==> config.mk <==
export PLATFORM = sky130hd
export DESIGN_NAME = keypad_scan_entry_flat
export DESIGN_NICKNAME = d
export VERILOG_FILES = /design/src/rtl/keypad_scan_entry_if.sv /design/src/rtl/keypad_scan_entry.sv /design/src/flat_wrapper.sv
export SDC_FILE = /design/constraint.sdc
export NUM_CORES = 1
export LEC_CHECK = 0
export CAP_MARGIN = 0
export CORE_MARGIN = 2
export CORE_UTILIZATION = 57
export DETAILED_ROUTE_END_ITERATION = 8
export GPL_TIMING_DRIVEN = 0
export PLACE_DENSITY = 0.79
export SLEW_MARGIN = 25
export SYNTH_ARGS = -nofsm -noshare
export SYNTH_HDL_FRONTEND = slang
export SYNTH_SLANG_ARGS = --single-unit
export TNS_END_PERCENT = 1
==> constraint.sdc <==
create_clock -name clk -period 3 [get_ports clk]
set_clock_uncertainty 0.1 [all_clocks]
set_input_delay 0.6 -clock clk [delete_from_list [all_inputs] [get_ports clk]]
set_output_delay 0.6 -clock clk [all_outputs]
set_load 0.01 [all_outputs]
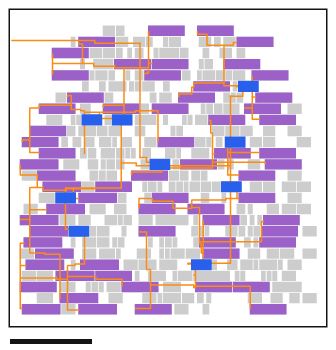
(clock distribution)
The bar under the picture is 20 um long.
Key: purple = flip-flops [count 65]; blue = clock drivers [count 9]; orange = clock wires [length 769 um]
There are 10 routed clock nets. Position of the flops: all over the die.
Skew-Pair Late Insertion Delay: 330 ps
power share of the clock group: 42.3%
Clk. pwr: 0.000682 W

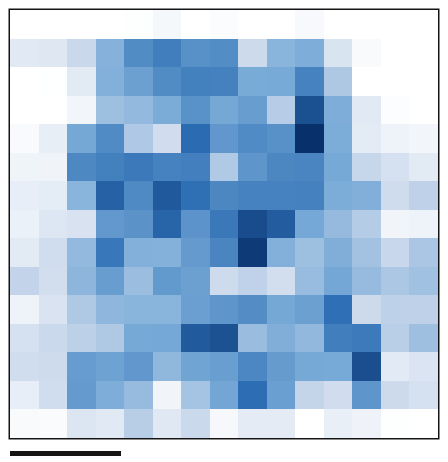
(wire density map)
The bar under the picture is 20 um long. 15 x 15 tiles, from white (low) to dark blue (high), scaled to the fullest tile. Values are wire area over tile area, all layers added.
The fullest tile reaches 0.40. The densest ninth of the die: centre. 36% of the tiles are over half the peak. 12% of the tiles are nearly empty. The mean over all tiles is 0.15.
GRT Total Usage: 20.5%
Total Wirelength: 5500 um
drt wl/cell: 14.1 um
Vias: 2195

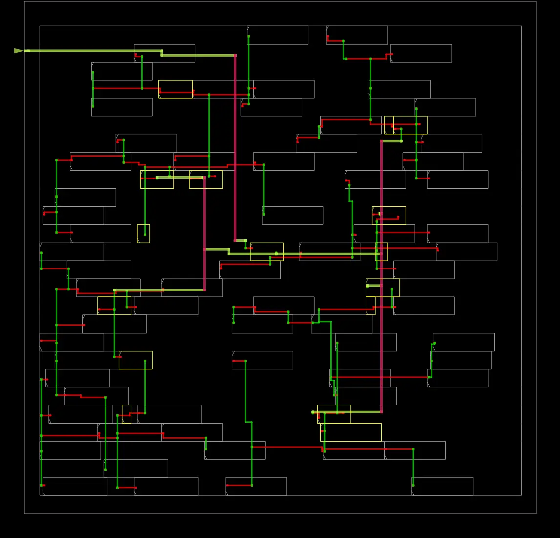
(clock nets)
CTS sink cnt: 65
Clock Buffer Count: 14
Seq cells: 65
cts bufs inserted: 9

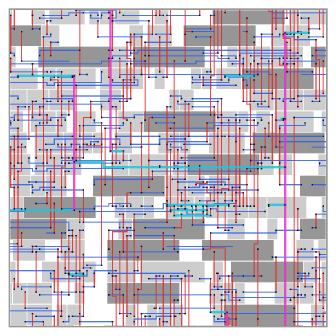
(close-up of the layout)
Region (19, 19) to (59, 59) um. Cells in grey, sequential cells in the stronger grey; small squares are vias.
Key: magenta = metal 4; red = metal 2; blue = metal 1; cyan = metal 3
Sequential cells in the window: 17. 133 logic cells have their middle in the window. Most frequent: dfrtp_1 (16), nor2_1 (11).

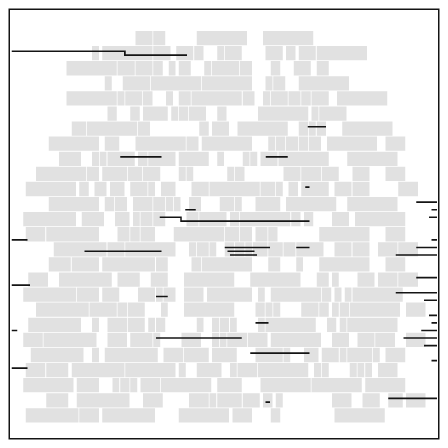
(signal wires on met3)
Cells faint in the background.
The longest straight run is 23.0 um. The layer holds 3.6% of the routed length. 29 nets have wire on it. The layer carries 197 um of wire.
GR Util met3: 4.71%

==> changes_impl.md <==
### Metrics

* Status: finished, final reports clean
* R2R Setup Slk at 270 ps
* Diode count at 0
* Asr flop ratio synth at 100%
* Reported max-cap violation count at 0
* Clock root cell: clkbuf_8
* Die width at 77.1 um
* Core Region at 5140 um^2
* Data required time of the critical path at 3120 ps
* # port buffers at 26
* Worst min path class: in2async
* Slowest-stage cell, CP: dfstp_2
* Final setup fails at 0
* Syn avg cell area at 11.0 um^2
* Min cycle time layout at 2730 ps
* Max Fclk at 0.366 GHz
* Crit-path cells: clkbuf_1 -> xnor2_1 -> nand3_1 -> or4_1 -> clkbuf_1 -> a2111oi_2 -> mux2_2
* Via count of the first global-routing pass at 2133
* Hold-fix buffers, CTS at 0
* Initial DRT Pass Iterations at 4
* Grt met1 use at 26.0%
* Max FFs per register at 18
* Maximum vdd drop at 0.340 mV
* Util after Layout at 70.0%
* First-pass GRT wire length at 9670 um
* Synth Seq Share at 54.0%
* CP top delay family: simple AND/OR/NAND/NOR gates
* Cells after Synth at 276
* Hold Worst Slack at 91.9 ps
* Detail Placement HPWL at 3840 um
* # Cells Yosys at 276
* Vias/cell at 5.64
* Tightest Pin Transition at 637 ps
* Log Warnings at 30
* CP Capture Type: flop
* H-tree depth at 3
* Crit path top cell by count: clkbuf_1
* Startpoint types: flop
* Fin. max-slew vios at 0
* Met2 Track Usage GR at 34.0%
* Synth flops at 65
* Dominant flop cell: dfrtp_1
[worst register-to-register path, cell delays in order (launching register included)]
cell       delay, ps
dfstp_2          510
clkbuf_1         240
xnor2_1          160
nand3_1          120
or4_1            500
clkbuf_1         180
a2111oi_2        420
mux2_2           380
[logic make-up (layout without fill, tap and decap cells)]
| kind of cell | Yosys count | after routing | synth area share [%] |
|---|---|---|---|
| simple gates | 96 | 96 | 16.4 |
| flops | 65 | 65 | 54.0 |
| xor+xnor | 20 | 20 | 5.74 |
| mux | 18 | 18 | 6.69 |
| fa+ha+maj | 9 | 9 | 3.69 |
| compound gates | 48 | 48 | 11.0 |
| buf+inv | 20 | 63 | 2.46 |
[synthesized netlist by cell type, drive strengths merged (7+ instances only)]
cell type,count,area [um^2]
mux2i,8,80.1
mux2,9,101
xnor2,14,123
inv,12,45.0
nor2,24,92.6
a22o,9,78.8
clkbuf,8,30.0
nand3,14,70.1
nand4,8,50.1
a21oi,7,35.0
ha,9,113
nand2,19,71.3
dfstp,15,394
o21ai,13,65.1
dfrtp,50,1250
[through the flow]
stage          setup WS [ps]  power [W]  setup TNS [ps]  cell area (um^2)
2_1_floorplan            468   0.000917               0              3050
3_3_place_gp            -837   0.000943          -43560              3400
3_5_place_dp             230   0.000947               0              3410
4_1_cts                  228    0.00163               0              3600
5_1_grt                 79.4    0.00167               0              3600
6_report                 269    0.00161               0              3600
[placed cells by master (no fill, tap or decap), drive strengths merged, types with 2 or more instances in the layout]
cell / count
nand4: 8
nor4: 3
o221ai: 2
and2: 3
a31oi: 2
nand2b: 4
nor2b: 3
clkbuf: 22
or4: 4
mux2: 9
a21o: 2
buf: 2
o31ai: 2
dfstp: 15
xor2: 6
a22o: 9
or3: 3
clkdlybuf4s50: 25
nand2: 19
mux2i: 8
o21a: 2
o22a: 2
dfrtp: 50
inv: 12
nor2: 24
a21oi: 7
nand3: 14
ha: 9
xnor2: 14
nor3: 3
clkinv: 2
o21ai: 13
[metal layers]
metal	share of wire [%]	wire length [um]
met4	1.8	99
met5	0	0
met1	46	2510
met3	3.6	196
met2	49	2690
[report_power, final]
part,switching [W],total [W],internal (W),leakage (nW)
clock,0.000311,0.000682,0.000371,0.0956
sequential,0.00000456,0.000891,0.000887,0.841
combinational,0.0000247,0.0000382,0.0000135,0.574
total,0.000340,0.00161,0.00127,1.51
[area by class of cell]
type	count	share of cell area (%)
timing repair buffer	27	7.72
buffer	8	0.834
sequential	65	45.7
inverter	12	1.25
clock inverter	2	0.278
multi-input combinational	191	36.9
tap	70	2.43
clock buffer	14	4.83
Power is estimated from default activity; no workload was simulated.
